**src/rtl/cluster_frame_scheduler.sv**
```systemverilog
// rtl/cluster_frame_scheduler.sv - per-BX frame sequencer: count alignment, descriptor FIFO, link framing
// Frames are header + min(count,MAX_CLUSTERS) packer words on a valid/ready link.
module cluster_frame_scheduler #(
  parameter int CNT_LATENCY  = 5,
  parameter int MAX_CLUSTERS = 8,
  parameter int FIFO_DEPTH   = 4
) (
  input  logic        clock4x,
  input  logic        reset,
  input  logic        bx_strobe,
  input  logic [7:0]  cnt_in,
  input  logic [13:0] clst_data,
  input  logic        clst_valid,
  output logic        clst_ready,
  output logic [15:0] out_data,
  output logic        out_valid,
  input  logic        out_ready,
  output logic        out_sof,
  output logic        out_eof,
  output logic [15:0] drop_cnt,
  output logic [15:0] ovf_cnt
);
  localparam int AW = $clog2(FIFO_DEPTH);
  localparam logic [7:0] MAX_CNT = 8'(MAX_CLUSTERS);

  typedef enum logic [1:0] {IDLE, HEADER, CLUSTERS} state_t;
  state_t state, state_nxt;

  logic [CNT_LATENCY-1:0] strb_sr;
  logic                   strb_d;
  logic [9:0]             bxid;
  logic                   ovf_now;
  logic [3:0]             n_now;

  logic [14:0]   fifo_mem [FIFO_DEPTH];
  logic [AW-1:0] wr_ptr, rd_ptr;
  logic [AW:0]   fifo_cnt;
  logic          fifo_full, fifo_empty, push, pop;

  logic [9:0] cur_bxid;
  logic [3:0] cur_n;
  logic       cur_ovf;
  logic [3:0] remaining;

  assign strb_d     = strb_sr[CNT_LATENCY-1];
  assign ovf_now    = cnt_in > MAX_CNT;
  assign n_now      = ovf_now ? MAX_CNT[3:0] : cnt_in[3:0];
  assign fifo_full  = fifo_cnt == (AW+1)'(FIFO_DEPTH);
  assign fifo_empty = fifo_cnt == '0;
  // Fullness is judged on the pre-pop occupancy, so a same-cycle pop cannot rescue a strobe.
  assign push       = strb_d && !fifo_full;

  always_ff @(posedge clock4x or posedge reset) begin
    if (reset) begin
      strb_sr  <= '0;
      bxid     <= '0;
      drop_cnt <= '0;
      ovf_cnt  <= '0;
    end else begin
      strb_sr <= (strb_sr << 1) | CNT_LATENCY'(bx_strobe);
      if (strb_d) begin
        bxid <= bxid + 10'd1;
        if (fifo_full && drop_cnt != 16'hFFFF) drop_cnt <= drop_cnt + 16'd1;
        if (ovf_now && ovf_cnt != 16'hFFFF) ovf_cnt <= ovf_cnt + 16'd1;
      end
    end
  end

  always_ff @(posedge clock4x) begin
    if (push) fifo_mem[wr_ptr] <= {bxid, n_now, ovf_now};
  end

  always_ff @(posedge clock4x or posedge reset) begin
    if (reset) begin
      wr_ptr   <= '0;
      rd_ptr   <= '0;
      fifo_cnt <= '0;
    end else begin
      if (push) wr_ptr <= wr_ptr + AW'(1);
      if (pop) rd_ptr <= rd_ptr + AW'(1);
      if (push && !pop) fifo_cnt <= fifo_cnt + (AW+1)'(1);
      else if (pop && !push) fifo_cnt <= fifo_cnt - (AW+1)'(1);
    end
  end

  always_ff @(posedge clock4x or posedge reset) begin
    if (reset) begin
      state     <= IDLE;
      cur_bxid  <= '0;
      cur_n     <= '0;
      cur_ovf   <= 1'b0;
      remaining <= '0;
    end else begin
      state <= state_nxt;
      if (pop) begin
        {cur_bxid, cur_n, cur_ovf} <= fifo_mem[rd_ptr];
        remaining                  <= fifo_mem[rd_ptr][4:1];
      end else if (state == CLUSTERS && clst_valid && out_ready) begin
        remaining <= remaining - 4'd1;
      end
    end
  end

  always_comb begin
    state_nxt  = state;
    pop        = 1'b0;
    out_valid  = 1'b0;
    out_sof    = 1'b0;
    out_eof    = 1'b0;
    out_data   = '0;
    clst_ready = 1'b0;
    case (state)
      IDLE: begin
        if (!fifo_empty) begin
          pop       = 1'b1;
          state_nxt = HEADER;
        end
      end
      HEADER: begin
        out_valid = 1'b1;
        out_sof   = 1'b1;
        out_eof   = cur_n == 4'd0;
        out_data  = {1'b1, cur_ovf, cur_n, cur_bxid};
        if (out_ready) state_nxt = (cur_n == 4'd0) ? IDLE : CLUSTERS;
      end
      CLUSTERS: begin
        clst_ready = out_ready;
        out_valid  = clst_valid;
        if (clst_valid) begin
          out_data = {2'b00, clst_data};
          out_eof  = remaining == 4'd1;
        end
        if (clst_valid && out_ready && remaining == 4'd1) state_nxt = IDLE;
      end
      default: state_nxt = IDLE;
    endcase
  end
endmodule

```
**config.mk**
```make
export PLATFORM = sky130hd
export DESIGN_NAME = cluster_frame_scheduler
export DESIGN_NICKNAME = d
export VERILOG_FILES = /design/src/rtl/cluster_frame_scheduler.sv
export SDC_FILE = /design/constraint.sdc
export NUM_CORES = 1
export LEC_CHECK = 0
export ABC_CLOCK_PERIOD_IN_PS = 3010
export CAP_MARGIN = 40
export CORE_UTILIZATION = 55
export DETAILED_ROUTE_END_ITERATION = 6
export GPL_TIMING_DRIVEN = 0
export HOLD_SLACK_MARGIN = 0.05
export PLACE_DENSITY = 0.78
export SLEW_MARGIN = 25
export SYNTH_ARGS = -nofsm -noshare
export SYNTH_HDL_FRONTEND = slang
export SYNTH_SLANG_ARGS = --single-unit
```
**constraint.sdc**
```tcl
create_clock -name clock4x -period 3.01 [get_ports clock4x]
set_clock_uncertainty 0.2 [all_clocks]
set_input_delay 0.301 -clock clock4x [delete_from_list [all_inputs] [get_ports clock4x]]
set_output_delay 0.301 -clock clock4x [all_outputs]
set_load 0.02 [all_outputs]
```
==> GITHUB_STEP_SUMMARY, run 1 <==
## Implementation flow summary

| Metric | Value |
|---|---|
| Post-Synthesis Cells | roughly 430 |
| Total track usage | 0.2248 |
| Power Clock | between 2 and 2.5 mW |
| Fin crit period | roughly 2.8 ns |
| Net switching power | around 2.4 mW |
| ANT cells | 0 |
| Crit-path max FO | 7 |
| RR Startpoint | fifo_cnt[0] |
| Yosys stat area | approximately 5900 um2 |
| Biggest Area Class | flip-flops and latches |
| Storage cell area | between 3000 and 4000 um2 |
| Top area cells in the synthesized netlist | dfrtp_1 (32%), edfxtp_1 (31%), mux4_2 (5.8%) |
| Status | finished clean |
| Die W | roughly 110 um |
| DRT Wirelength | about 12000 um |
| Antenna-violating nets left | 0 |
| Worst vdd ir | between 0.6 and 0.7 mV |
| Fraction of area in multi-input gates | 0.2746 |
| Yosys cell count | between 400 and 500 |
| Seq/Total Area, Yosys | 0.6275 |
| H-tree depth | 4 |
| Worst path slowest cell | clkdlybuf4s50_1 |
| CTS clk-pin slew, worst paths | about 0.06 ns |
| Fmax | approximately 0.35 GHz |
| Vias/cell | about 5.6 |
| Setup WS pre-CTS | about 0.049 ns |
| Final Hold Viols | 0 |
| Resize count post-CTS | 16 |
| Ys async rst share | 0.5556 |
| Seq pwr share | 0.402 |
| Initial Util | 0.5678 |
| Mapped cell area | 5862 um2 |
| # setup viols final | 0 |
| HPWL after DPL | approximately 7700 um |
| Signal buf overhead | 0.1229 |
| EDFF count, synth | ~60 |
| Cell type with the largest total area | dfrtp_1 |
| Comb area | between 2000 and 2500 um2 |
| Clk tree area frac | 0.07946 |
| Aoi share | 0.04354 |
| Crit path launch | state[0] |
| Yosys adder share | 0.03116 |
| Reg-to-reg slack, setup | 0.37 ns |
| CP endpoint | out_data[2] |
| P&R area growth vs syn | 27.32% |
| Tap Count | around 140 |
| CTS max path bufs | 2 |
| Critical path buffer and inverter count | 2 |
| Yosys warnings | 0 |
| TritonRoute pass-1 iters | 7 |
| Hold-fix buffers, CTS | 2 |
| Total gr overflow | 0 |
| Startpoint Class | register |
| Post-Place Cells | about 650 |
| Gpl congestion | between 0.7 and 0.8 |
| RSZ-0062 raised after global routing | no |
| Comb area leader | simple AND/OR/NAND/NOR gates |
| Fin nets | ~570 |
| Critical path depth in cells | 5 |
| Max_cap viols | 0 |
| Average cell area after synthesis | 13.57 um2 |
| P_seq | 2.88 mW |
| Top FF cell, synth | dfrtp_1 |
| Pleak | approximately 3.1 nW |
| Tool warnings | 32 |
| Non-clock inverters | 14 |
| Postcts setup bufs | 0 |
## run 1: worst min-delay path by stage
stage                       endpoint  slack, ns  startpoint  cells after the start
after floorplan           strb_sr[1]       0.13  strb_sr[0]                      0
after global placement    strb_sr[4]       0.13  strb_sr[3]                      0
after detailed placement  strb_sr[3]       0.13  strb_sr[2]                      0
after CTS                 strb_sr[3]       0.15  strb_sr[2]                      0
after global routing      strb_sr[2]       0.17  strb_sr[1]                      0
final                     strb_sr[3]       0.15  strb_sr[2]                      0
## run 1: metrics by stage
stage	util	instance area [um2]	hold WS (ns)	total power, mW	TNS, ns
after floorplan	-	5862	0.1312	4.337	0
after global routing	0.7229	7463	0.1726	7.559	0
after CTS	0.7212	7446	0.1485	7.211	0
final	0.7229	7463	0.1485	7.164	0
after global placement	0.6599	6813	0.1347	5.036	-43.39
after detailed placement	0.6628	6843	0.1347	5.160	0
## run 1: sequential cells by signal, summed over array words and instances (netlist names)
register and flops:
strb_sr 5, cur_ovf 1, drop_cnt 16, bxid 10
cur_bxid 10, remaining 4, ovf_cnt 16, fifo_mem 60
cur_n 4, fifo_cnt 3, state 2, wr_ptr 2
rd_ptr 2
## run 1: layer usage
metal	GRT usage	wire length, um
met1	0.2820	4872
met4	0.07948	188
met2	0.3708	5877
met5	0	0
met3	0.06988	635
## run 1: layout by cell type, fill, tap and decap left out, types with 13 or more instances in the layout
master           netlist  final
mux4_2                15     15
clkbuf_16              0     16
a22o_1                14     14
dfrtp_1               75     75
nand2_1               61     61
clkdlybuf4s50_1        0     66
edfxtp_1              60     60
xor2_1                28     28
ha_1                  13     13
nor2_1                16     16
xnor2_1               18     18
**Run 1: pin placement**

Drawn at 4 px/um. Pins as bars across the die edge, other pins in grey.
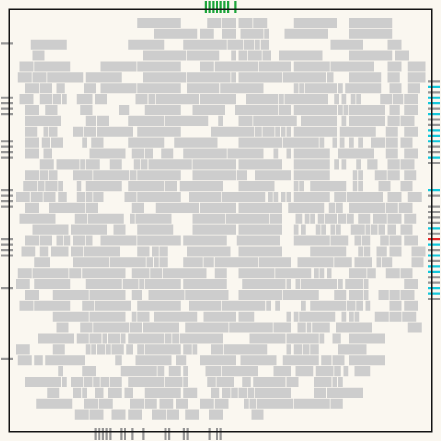
legend:
  red:
    port: `clst_ready`
    pins: 1
    direction: output
    edge: east
  cyan:
    port: `out_data`
    pins: 16
    direction: output
    edge: east
  green:
    port: `cnt_in`
    pins: 8
    direction: input
    edge: north

**Run 1: drive-strength map**

Drawn at 4 px/um.
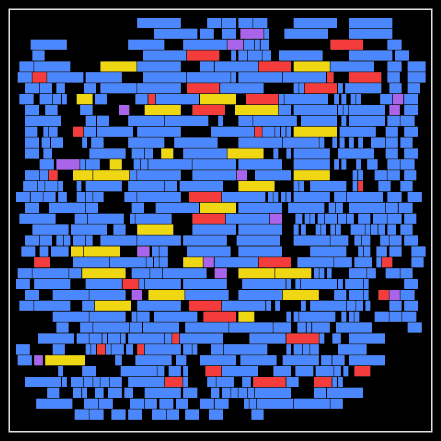
legend:
  blue:
    size: drive 1 or less
    cells: 470
  purple:
    size: drive 3 to 4
    cells: 14
  red:
    size: drive 2
    cells: 33
  yellow:
    size: drive 6 and up
    cells: 27

**Run 1: placed standard cells**

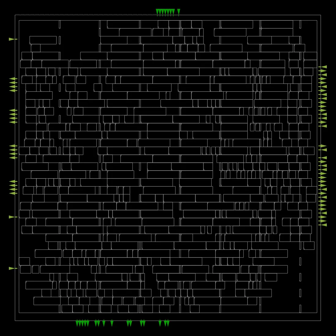
Core Area: 10320 um2
row cnt: 37
filler instances: 677
fin util: 0.7229

**Run 1: nets reached from selected ports**

Drawn at 3 px/um.
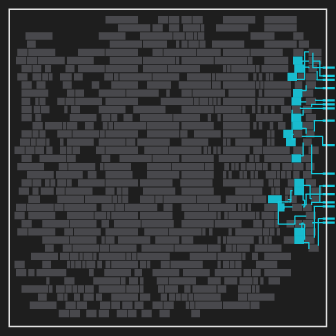
legend:
  cyan:
    port: `out_data`
    direction: output
    edge: east
    end_cells: 16
    buffers: 17
    wire: 229 um
# port buffers: 78
Top-Level Pins: 79

**Run 1: logic cells by family**

Drawn at 4 px/um.
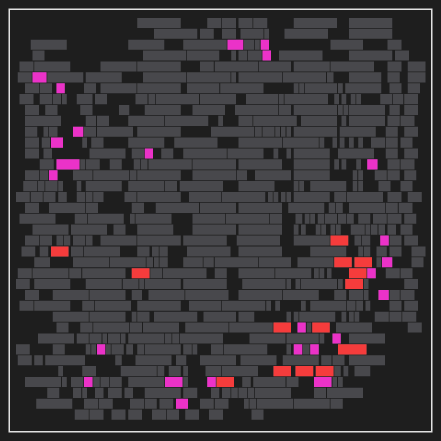

==> run 2: changes to the inputs <==
--- a/config.mk
+++ b/config.mk
@@ -5,9 +5,10 @@
 export SDC_FILE = /design/constraint.sdc
 export NUM_CORES = 1
 export LEC_CHECK = 0
+export ABC_AREA = 1
 export ABC_CLOCK_PERIOD_IN_PS = 3010
 export CAP_MARGIN = 40
-export CORE_UTILIZATION = 55
+export CORE_UTILIZATION = 56
 export DETAILED_ROUTE_END_ITERATION = 6
 export GPL_TIMING_DRIVEN = 0
 export HOLD_SLACK_MARGIN = 0.05
**Run 2: logic cells by family**

Drawn at 4 px/um.
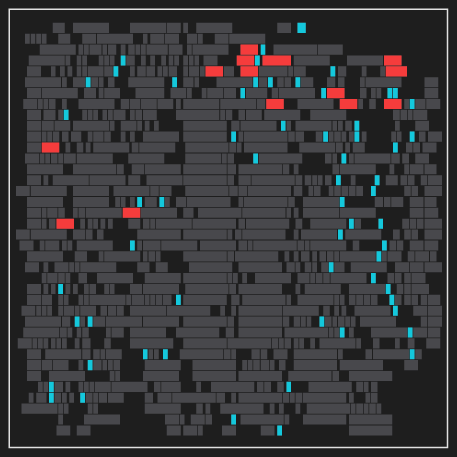
legend:
  red:
    family: adder and majority cells
    cells: 14
    most_used: ha_1
  cyan:
    family: inverters
    cells: 60
    most_used: inv_1
    where: widely spread

==> run 2 against run 1 <==
- total power grew 5.2%
- non-clock buffer count grew 9
- flip-flop count is the same
- final cell count grew 38%
- sequential share of layout area shrank 3.9 points
==> GITHUB_STEP_SUMMARY, run 2 <==
## Implementation flow summary

| Metric | Value |
|---|---|
| Kind of critical path | register to output pin |
| Antenna-violating nets left | 0 |
| CTS max path bufs | 2 |
| # port buffers | slightly below 80 |
| Register with the most flip-flops | fifo_mem |
| Worst path most repeated cell | inv_1 |
| Vias/cell | ~5.5 |
| Most Used Layer, Global Route | met2 |
| P_seq | 2.76 mW |
| Crit-path max FO | 10 |
| Fin crit period | 2.863 ns |
| Average cell area after synthesis | 9.420 um2 |
| Ys async rst share | 0.5556 |
| Top-Level Pins | about 79 |
| Tool warnings | 32 |
| Reg-to-reg slack, setup | roughly 0.42 ns |
| Yosys cell count | 683 |
| Yosys warnings | 0 |
| Max FFs per register | ~60 |
| Required @ worst endpoint | 2.51 ns |
| RR Startpoint | strb_sr[4] |
| PD cells | slightly above 900 nW/um2 |
| Hold-fix buffers, CTS | 0 |
| Critical path arrival | 2.36 ns |
| Mux area share | 0 |
| Aoi share | 0.07060 |
| # setup viols final | 0 |
| Final Hold Viols | 0 |
| Status | finished clean |
| Most used logic cell in the final layout | nand2_1 |
| Net switching power | around 2.7 mW |
| Worst vdd ir | 0.6490 mV |
| Startpoint Class | register |
| Grt met2 use | 0.4474 |
| Final setup TNS | 0 ns |
| Gpl congestion | approximately 0.86 |
| Seq pwr share | 0.366 |
| Hold_ws | 0.05664 ns |
| Post-Place Cells | roughly 900 |
| Yosys adder share | 0.02839 |
| Total track usage | 0.2546 |
| Non-Filler Instances | between 900 and 1000 |
| Mapped cell area | approximately 6400 um2 |
| Max_cap viols | 0 |
| Comb area leader | simple AND/OR/NAND/NOR gates |
| Most common logic cells in the final layout | nand2_1 (161), dfrtp_1 (75), nor2_1 (74), clkdlybuf4s50_1 (68), edfxtp_1 (60) |
| CTS clk-pin slew, worst paths | around 0.060 ns |
| Post-layout total power | approximately 7.5 mW |
| Worst path slowest cell | clkdlybuf4s50_1 |
| HPWL after DPL | around 9600 um |
| DRT Wirelength | 14140 um |
| CTS buffer count | 17 |
| Initial Util | 0.5833 |
| Total gr overflow | 0 |
| Wire per inst | 15.11 um |
| Pleak | between 3 and 4 nW |
| Resize count post-CTS | 7 |
| P&R area growth vs syn | 26.02% |
| Top area cells in the synthesized netlist | dfrtp_1 (29%), edfxtp_1 (28%), nand2_1 (9.5%) |
| Cell type with the largest total area | dfrtp_1 |
| Fmax | between 0.3 and 0.4 GHz |
| Biggest regs | fifo_mem x60, drop_cnt x16, ovf_cnt x16 |
| Top FF cell, synth | dfrtp_1 |
| Die W | between 100 and 150 um |
| Postcts setup bufs | 0 |
| Seq/Total Area, Yosys | 0.5718 |
| Worst Reg-to-Reg Cells | 9 |
| Met1 usage | 0.3043 |
| H-tree depth | 4 |
| Met3 usage | 0.05559 |
| Vias in the first global route | 4990 |
| EDFF count, synth | around 60 |
| Yosys stat area | around 6400 um2 |
| TritonRoute pass-1 iters | 5 |
| ANT cells | 0 |
| Fin nets | between 800 and 900 |
| Power Clock | between 2 and 2.5 mW |
| Post-Synthesis Cells | between 600 and 700 |
**Run 2: placed standard cells**

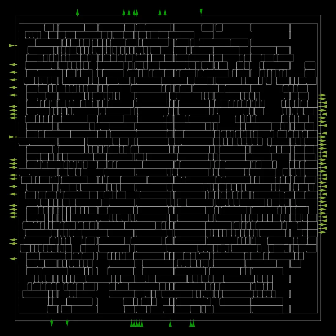
row cnt: 38
sequential cell area share: 0.4537
fin util: 0.7350
Core Area: 11030 um2

## run 2: logic make-up (layout without fill, tap and decap cells)
group | Yosys count | after routing
AND/OR/NAND/NOR | 340 | 340
flip-flops | 135 | 135
AND-OR/OR-AND | 87 | 87
buffers and inverters | 83 | 196
XOR/XNOR | 24 | 24
adder cells (fa/ha/maj) | 14 | 14
## run 2: area by class of cell
type	count	area (um2)
Buffer	22	135.1
Clock inverter	14	197.7
Tap cell	140	175.2
Clock buffer	18	439.2
Fill cell	805	2923
Sequential cell	135	3679
Multi-Input combinational cell	465	2410
Timing Repair Buffer	82	844.6
Inverter	60	227.7
## run 2: routing by layer
| layer | vias up | share of wire | wire [um] |
|---|---|---|---|
| met4 | 0 | 0.014 | 198 |
| met5 | - | 0 | 0 |
| met1 | 2443 | 0.41 | 5820 |
| met3 | 19 | 0.053 | 755 |
| met2 | 176 | 0.52 | 7368 |
| li1 | 2467 | - | - |
## run 2: worst max path at each step
stage | startpoint | end | slack, ns | cells past startpoint
after floorplan | reset | bxid[0] | 0.60 | 1
after global placement | reset | ovf_cnt[11] | -0.60 | 2
after detailed placement | state[0] | out_data[12] | 0.20 | 7
after CTS | state[0] | out_data[11] | 0.002 | 6
after global routing | state[0] | out_data[7] | -0.03 | 8
final | state[0] | out_data[7] | 0.15 | 8
## run 2: metrics by stage
step	cell area, um2	worst slack [ns]
after detailed placement	7422	0.1998
final	8108	0.1467
after global routing	8108	-0.02955
after CTS	8051	0.002109
after floorplan	6434	0.5990
after global placement	7390	-0.6031
## run 2: worst max-delay path: cells and delay by family, from the launching register on
family          cells  cell delay (ns)
flops               1             0.40
fa+ha+maj           1             0.18
compound gates      1             0.09
buf+inv             4             1.13
simple gates        2             0.15
Power and IR drop assume default switching activity.
